--- src/rtl/sr_latch_bank.sv ---
// ---------------------------------------------------------------------------
// sr_latch_bank
//
// Bank of N independent, clocked set/reset state bits. Each channel has its
// own enable. The s=r=1 case follows a compile-time policy (hold, set,
// reset or toggle). The block also produces registered one-cycle edge pulses
// per channel and a sticky conflict flag with a saturating conflict-cycle
// counter.
//
// Parameters:
//   N             number of channels (1..32)
//   CONFLICT_MODE s=r=1 policy: 0 hold, 1 set, 2 reset, 3 toggle
//   RST_VAL       value loaded into q on reset
//   CNT_W         width of conflict_cnt
//
// Ports:
//   clk           clock, all state changes on the rising edge
//   rst           synchronous active-high reset, overrides every other input
//   en[N]         per-channel enable, a disabled channel holds and never
//                 counts as a conflict
//   s[N], r[N]    per-channel set / reset requests
//   clr_conflict  clears conflict and conflict_cnt unless a conflict occurs
//                 in the same cycle
//   q[N]          registered state bits
//   q_rise[N]     one-cycle pulse aligned with the first cycle of q[i]=1
//   q_fall[N]     one-cycle pulse aligned with the first cycle of q[i]=0
//   conflict      sticky flag, some enabled channel saw s=r=1
//   conflict_cnt  saturating count of cycles with at least one conflict
// ---------------------------------------------------------------------------
module sr_latch_bank #(
    parameter int            N             = 8,
    parameter int            CONFLICT_MODE = 0,
    parameter logic [N-1:0]  RST_VAL       = {N{1'b0}},
    parameter int            CNT_W         = 8
) (
    input  logic             clk,
    input  logic             rst,
    input  logic [N-1:0]     en,
    input  logic [N-1:0]     s,
    input  logic [N-1:0]     r,
    input  logic             clr_conflict,
    output logic [N-1:0]     q,
    output logic [N-1:0]     q_rise,
    output logic [N-1:0]     q_fall,
    output logic             conflict,
    output logic [CNT_W-1:0] conflict_cnt
);

    localparam logic [1:0]       MODE    = 2'(CONFLICT_MODE);
    localparam logic [CNT_W-1:0] CNT_ONE = CNT_W'(1);
    localparam logic [CNT_W-1:0] CNT_MAX = {CNT_W{1'b1}};

    logic [N-1:0]     q_r;
    logic [N-1:0]     q_rise_r;
    logic [N-1:0]     q_fall_r;
    logic             conflict_r;
    logic [CNT_W-1:0] cnt_r;

    logic [N-1:0]     q_next_s;
    logic             event_s;
    logic             conflict_next_s;
    logic [CNT_W-1:0] cnt_next_s;

    // Next value of one enabled channel; the s=r=1 case never yields X.
    function automatic logic next_bit(input logic cur, input logic set_i,
                                      input logic rst_i);
        logic nb;
        case ({set_i, rst_i})
            2'b00: nb = cur;
            2'b01: nb = 1'b0;
            2'b10: nb = 1'b1;
            2'b11: begin
                case (MODE)
                    2'd0:    nb = cur;
                    2'd1:    nb = 1'b1;
                    2'd2:    nb = 1'b0;
                    2'd3:    nb = ~cur;
                    default: nb = cur;
                endcase
            end
            default: nb = cur;
        endcase
        return nb;
    endfunction

    // Per-channel next state; disabled channels hold.
    always_comb begin
        q_next_s = q_r;
        for (int i = 0; i < N; i++) begin
            if (en[i]) begin
                q_next_s[i] = next_bit(q_r[i], s[i], r[i]);
            end else begin
                q_next_s[i] = q_r[i];
            end
        end
    end

    // Conflict flag/counter update; a same-cycle event beats clr_conflict.
    always_comb begin
        event_s         = |(en & s & r);
        conflict_next_s = conflict_r;
        cnt_next_s      = cnt_r;
        if (event_s) begin
            conflict_next_s = 1'b1;
            if (clr_conflict) begin
                cnt_next_s = CNT_ONE;
            end else if (cnt_r == CNT_MAX) begin
                cnt_next_s = CNT_MAX;
            end else begin
                cnt_next_s = cnt_r + CNT_ONE;
            end
        end else if (clr_conflict) begin
            conflict_next_s = 1'b0;
            cnt_next_s      = {CNT_W{1'b0}};
        end else begin
            conflict_next_s = conflict_r;
            cnt_next_s      = cnt_r;
        end
    end

    // State, edge-pulse and conflict registers; reset never produces pulses.
    always_ff @(posedge clk) begin
        if (rst) begin
            q_r        <= RST_VAL;
            q_rise_r   <= {N{1'b0}};
            q_fall_r   <= {N{1'b0}};
            conflict_r <= 1'b0;
            cnt_r      <= {CNT_W{1'b0}};
        end else begin
            q_r        <= q_next_s;
            q_rise_r   <= q_next_s & ~q_r;
            q_fall_r   <= ~q_next_s & q_r;
            conflict_r <= conflict_next_s;
            cnt_r      <= cnt_next_s;
        end
    end

    assign q            = q_r;
    assign q_rise       = q_rise_r;
    assign q_fall       = q_fall_r;
    assign conflict     = conflict_r;
    assign conflict_cnt = cnt_r;

endmodule

--- config.mk ---
export PLATFORM = sky130hd
export DESIGN_NAME = sr_latch_bank
export DESIGN_NICKNAME = d
export VERILOG_FILES = /design/src/rtl/sr_latch_bank.sv
export SDC_FILE = /design/constraint.sdc
export NUM_CORES = 1
export LEC_CHECK = 0
export ABC_AREA = 0
export CAP_MARGIN = 10
export CORE_ASPECT_RATIO = 2
export CORE_MARGIN = 2
export CORE_UTILIZATION = 40
export CTS_CLUSTER_DIAMETER = 30
export DETAILED_ROUTE_END_ITERATION = 10
export GPL_ROUTABILITY_DRIVEN = 0
export PLACE_DENSITY = 0.72
export SYNTH_ARGS = -nofsm -noshare
export SYNTH_HDL_FRONTEND = slang
export SYNTH_SLANG_ARGS = --single-unit
export TNS_END_PERCENT = 5
--- constraint.sdc ---
create_clock -name clk -period 1.45 [get_ports clk]
set_input_delay 0.145 -clock clk [delete_from_list [all_inputs] [get_ports clk]]
set_output_delay 0.145 -clock clk [all_outputs]
set_load 0.05 [all_outputs]
run_1/port_nets.png
Scale: 4 px per um.
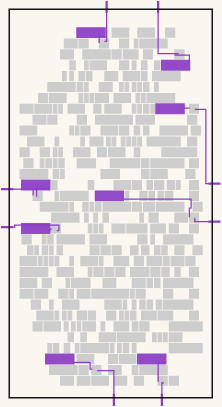
| port | colour | bits | direction | end cells | buffers | wire |
|---|---|---|---|---|---|---|
| q_rise | purple | 8 | output | 8 | 8 | 140 um |

run_1/final_clocks.png
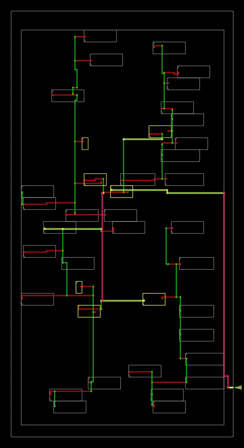
Latency at later pin: 0.28 ns
Clock Skew: 0.00698 ns
clk sinks: 33
total CTS buffers: 5
Clk power: 0.000641 W

run_1/drive_strength.png
Scale: 6 px per um.
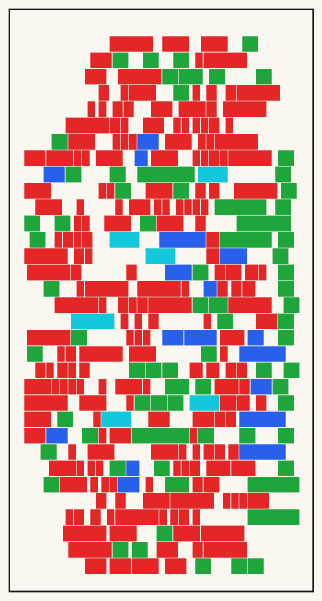
| size | colour | cells | share |
|---|---|---|---|
| drive 3 to 4 | green | 73 | 24% |
| drive 6 and up | cyan | 6 | 2.0% |
| drive 2 | blue | 17 | 5.6% |
| drive 1 or less | red | 207 | 68% |
Syn-to-layout area delta: 55.7%
non-clock buffer count: 89
final instance area: 0.00268 sq mm
Final WS setup: 0.0146 ns

==> run 1: sequential cells by signal (all words and copies together), names as in the netlist <==
register,cells
conflict_cnt,8
q,8
q_fall,8
q_rise,8
conflict,1
==> run 1: report_power, final <==
group,internal (W),leakage (nW),total [W],switching (W)
sequential,0.000931,0.273,0.000951,0.0000194
combinational,0.000242,1.01,0.000534,0.000292
clock,0.000323,0.0387,0.000641,0.000318
==> run 1: final cells by class <==
class / count / share of cell area
Tap cell: 52 / 0.0243
Multi-Input combinational cell: 148 / 0.368
Timing Repair Buffer: 89 / 0.289
Clock buffer: 6 / 0.0271
Clock inverter: 1 / 0.00140
Inverter: 26 / 0.0364
Sequential cell: 33 / 0.254
==> run 1: cell usage in the layout, fill, tap and decap left out, drive strengths merged <==
| cell | n |
|---|---|
| nor2 | 33 |
| a2111oi | 1 |
| and2 | 1 |
| o21ai | 8 |
| inv | 26 |
| dlymetal6s2s | 11 |
| a21oi | 14 |
| and3 | 4 |
| ha | 17 |
| or2 | 1 |
| a211o | 1 |
| a211oi | 3 |
| nor3 | 16 |
| nand2b | 5 |
| nand3 | 11 |
| nand2 | 22 |
| mux2i | 1 |
| a21boi | 2 |
| clkinv | 1 |
| o221a | 4 |
| buf | 63 |
| a311oi | 2 |
| or3 | 2 |
| clkbuf | 6 |
| dfxtp | 33 |
| clkdlybuf4s50 | 15 |
==> run 1: layer usage <==
metal	up-vias	share of wire	GRT usage
li1	888	-	-
met1	811	0.36	0.169
met2	59	0.57	0.344
met3	12	0.043	0.0417
met4	0	0.034	0.0936
met5	-	0	0
==> run 1: worst max-delay path, cell delays in order <==
cell	delay, ns
clkdlybuf4s50_1	0.51
and3_4	0.21
a311oi_4	0.04
buf_4	0.18
a211o_2	0.34
a211oi_2	0.20
==> run_results.csv, run 1 <==
group,metric,value,unit
finish,final_core_util,0.649,
power_and_ir_drop,peakVddDrop,0.504,mV
worst_setup_path,crit_type,"input port to flip-flop",
placed_design,place_ws,-0.366,ns
logic_synthesis,synthSimpleGateAreaFrac,0.264,
logic_synthesis,synthTopCellsByArea,"dfxtp_1 (38%), ha_1 (12%), nor2_1 (7.2%), inv_1 (5.7%), nor3_1 (4.7%)",
drt,via_count,1770,
clocking,ctsHoldBuffers,0,
drt,drt_iter0_markers,35,
logic_synthesis,xor_area_frac,0,
logic_synthesis,synth.comb.largest_family,"simple AND/OR/NAND/NOR gates",
worst_hold_path,hold_path_depth,3,
final_timing,setup_viol,0,
logic_synthesis,ys.flops,33,
worst_setup_path,cp.arrival,1.63,ns
placed_design,placed_area,0.00253,sq mm
logic_synthesis,yosysSeqAreaShare,0.384,
run_status,status,"completed",
worst_setup_path,critPathLaunchType,"input port",
global_routing,grt_usage,0.181,
worst_hold_path,min_path_type,"input port to flip-flop",
global_routing,grt_max_degree,18,
drt,drc,0,
finish,logic_area,987,sq um
final_timing,hold_viol,0,
job,warning_count,36,
logic_synthesis,top_cells_by_count,"dfxtp_1 (33), nor2_1 (33), inv_1 (26)",
floorplan,core-area,0.00413,sq mm
==> run 2, diff against run 1 <==
==> constraint.sdc (replaced) <==
create_clock -name clk -period 1.3 [get_ports clk]
set_input_delay 0.13 -clock clk [delete_from_list [all_inputs] [get_ports clk]]
set_output_delay 0.13 -clock clk [all_outputs]
set_load 0.01 [all_outputs]
run_2/drive_strength.png
Scale: 6 px per um.
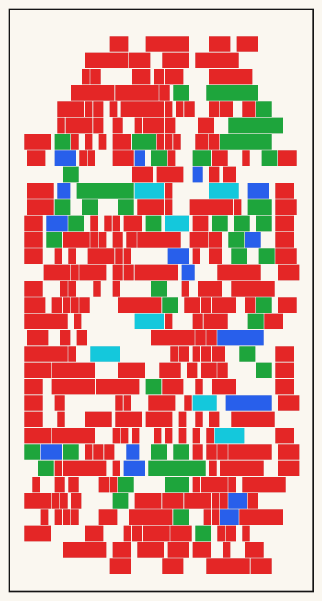
| size | colour | cells | share |
|---|---|---|---|
| drive 1 or less | red | 244 | 79% |
| drive 2 | blue | 16 | 5.2% |
| drive 6 and up | cyan | 7 | 2.3% |
| drive 3 to 4 | green | 43 | 14% |

run_2/port_nets.png
Scale: 4 px per um.
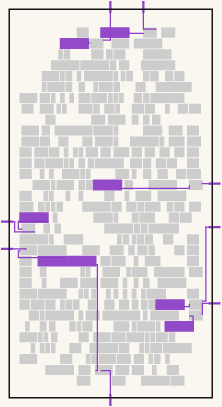
| port | colour | bits | direction | end cells | buffers | wire |
|---|---|---|---|---|---|---|
| q_rise | purple | 8 | output | 8 | 8 | 145 um |
Ports: 60
port buffer count: 59

run_2/gate_families.png
Scale: 6 px per um.
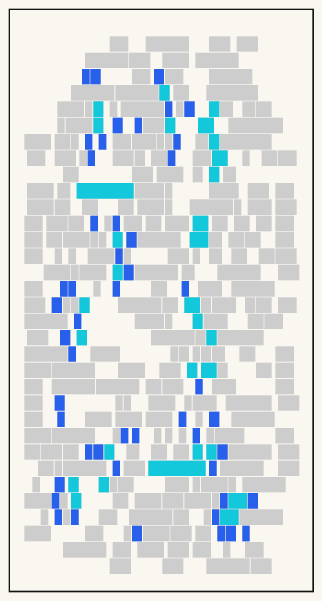
| family | colour | cells |
|---|---|---|
| inverting AOI/OAI gates | cyan | 30 |
| NOR gates | blue | 49 |
Comb/total area: 0.355
most frequent logic cell in the layout: buf_4

==> run_results.csv, run 2 <==
group,metric,value,unit
logic_synthesis,ys.flops,33,
logic_synthesis,synth.comb.largest_family,"simple AND/OR/NAND/NOR gates",
global_routing,grt_use_met1,0.176,
worst_setup_path,critPathLaunchType,"flip-flop",
logic_synthesis,xor_area_frac,0,
finish,clock_area_frac,0.0300,
floorplan,nWellTaps,52,
worst_setup_path,crit_family,"simple AND/OR/NAND/NOR gates",
drt,drc,0,
worst_setup_path,worst_path_max_delay_cell,"or3_4",
global_routing,grt_usage,0.180,
drt,drt_iter0_markers,39,
final_timing,setup_viol,6,
run_status,status,"finished, violations left",
final_timing,finalWorstSetupSlack,-0.0555,ns
power_and_ir_drop,p_clk_frac,0.320,
power_and_ir_drop,seq_power_share,0.469,
power_and_ir_drop,p_comb_frac,0.211,
global_routing,busiest_layer,"met2",
run_status,violations,"setup timing",
final_timing,hold_viol,0,
power_and_ir_drop,peakVddDrop,0.781,mV
placed_design,placed_area,0.00265,sq mm
floorplan,core-area,0.00413,sq mm
drt,routed.top_layer,"met4",
run 2: cell types whose count changed in the layout (fill, tap and decap cells not counted), moves of 2 or more:
| cell | delta |
|---|---|
| a211oi_2 | -2 |
| clkinv_2 | +2 |
| clkdlybuf4s50_1 | +6 |
| dfxtp_4 | -2 |
| a211oi_1 | +2 |
| buf_4 | -28 |
| dlygate4sd2_1 | +28 |
| dfxtp_1 | +4 |
| buf_6 | +2 |
| dfxtp_2 | -2 |
run 2: how the worst max path moves through the flow:
stage / to / slack [ns] / cells past startpoint
2_1_floorplan: conflict_cnt[0]$_SDFFE_PP0P_ / -0.06 / 6
3_3_place_gp: conflict_cnt[4]$_SDFFE_PP0P_ / -0.48 / 7
3_5_place_dp: conflict_cnt[4]$_SDFFE_PP0P_ / -0.50 / 7
4_1_cts: conflict_cnt[0]$_SDFFE_PP0P_ / -0.07 / 6
5_1_grt: conflict_cnt[0]$_SDFFE_PP0P_ / -0.14 / 6
6_report: conflict_cnt[0]$_SDFFE_PP0P_ / -0.06 / 6
run 2: power by group through the flow:
stage | registers (W) | logic, W | clock network [W]
floorplan | 0.00110 | 0.000204 | 0
global placement | 0.00109 | 0.000482 | 0
detailed placement | 0.00109 | 0.000494 | 0
CTS | 0.00106 | 0.000483 | 0.000753
global route | 0.00107 | 0.000535 | 0.000790
finish | 0.00106 | 0.000477 | 0.000726
run 2: timing repair:
action,in CTS,in global routing
gates resized,36,15
pin swaps,0,4
endpoints found under the hold margin,0,0
endpoints found under the setup margin,26,22
run 2: tightest hold or removal path, stage by stage:
cell,delay [ns]
dlymetal6s2s_1,0.14
buf_4,0.14
nand2_1,0.05
nor3_1,0.04
No activity file was given, so power comes from the tool's default toggle rates.
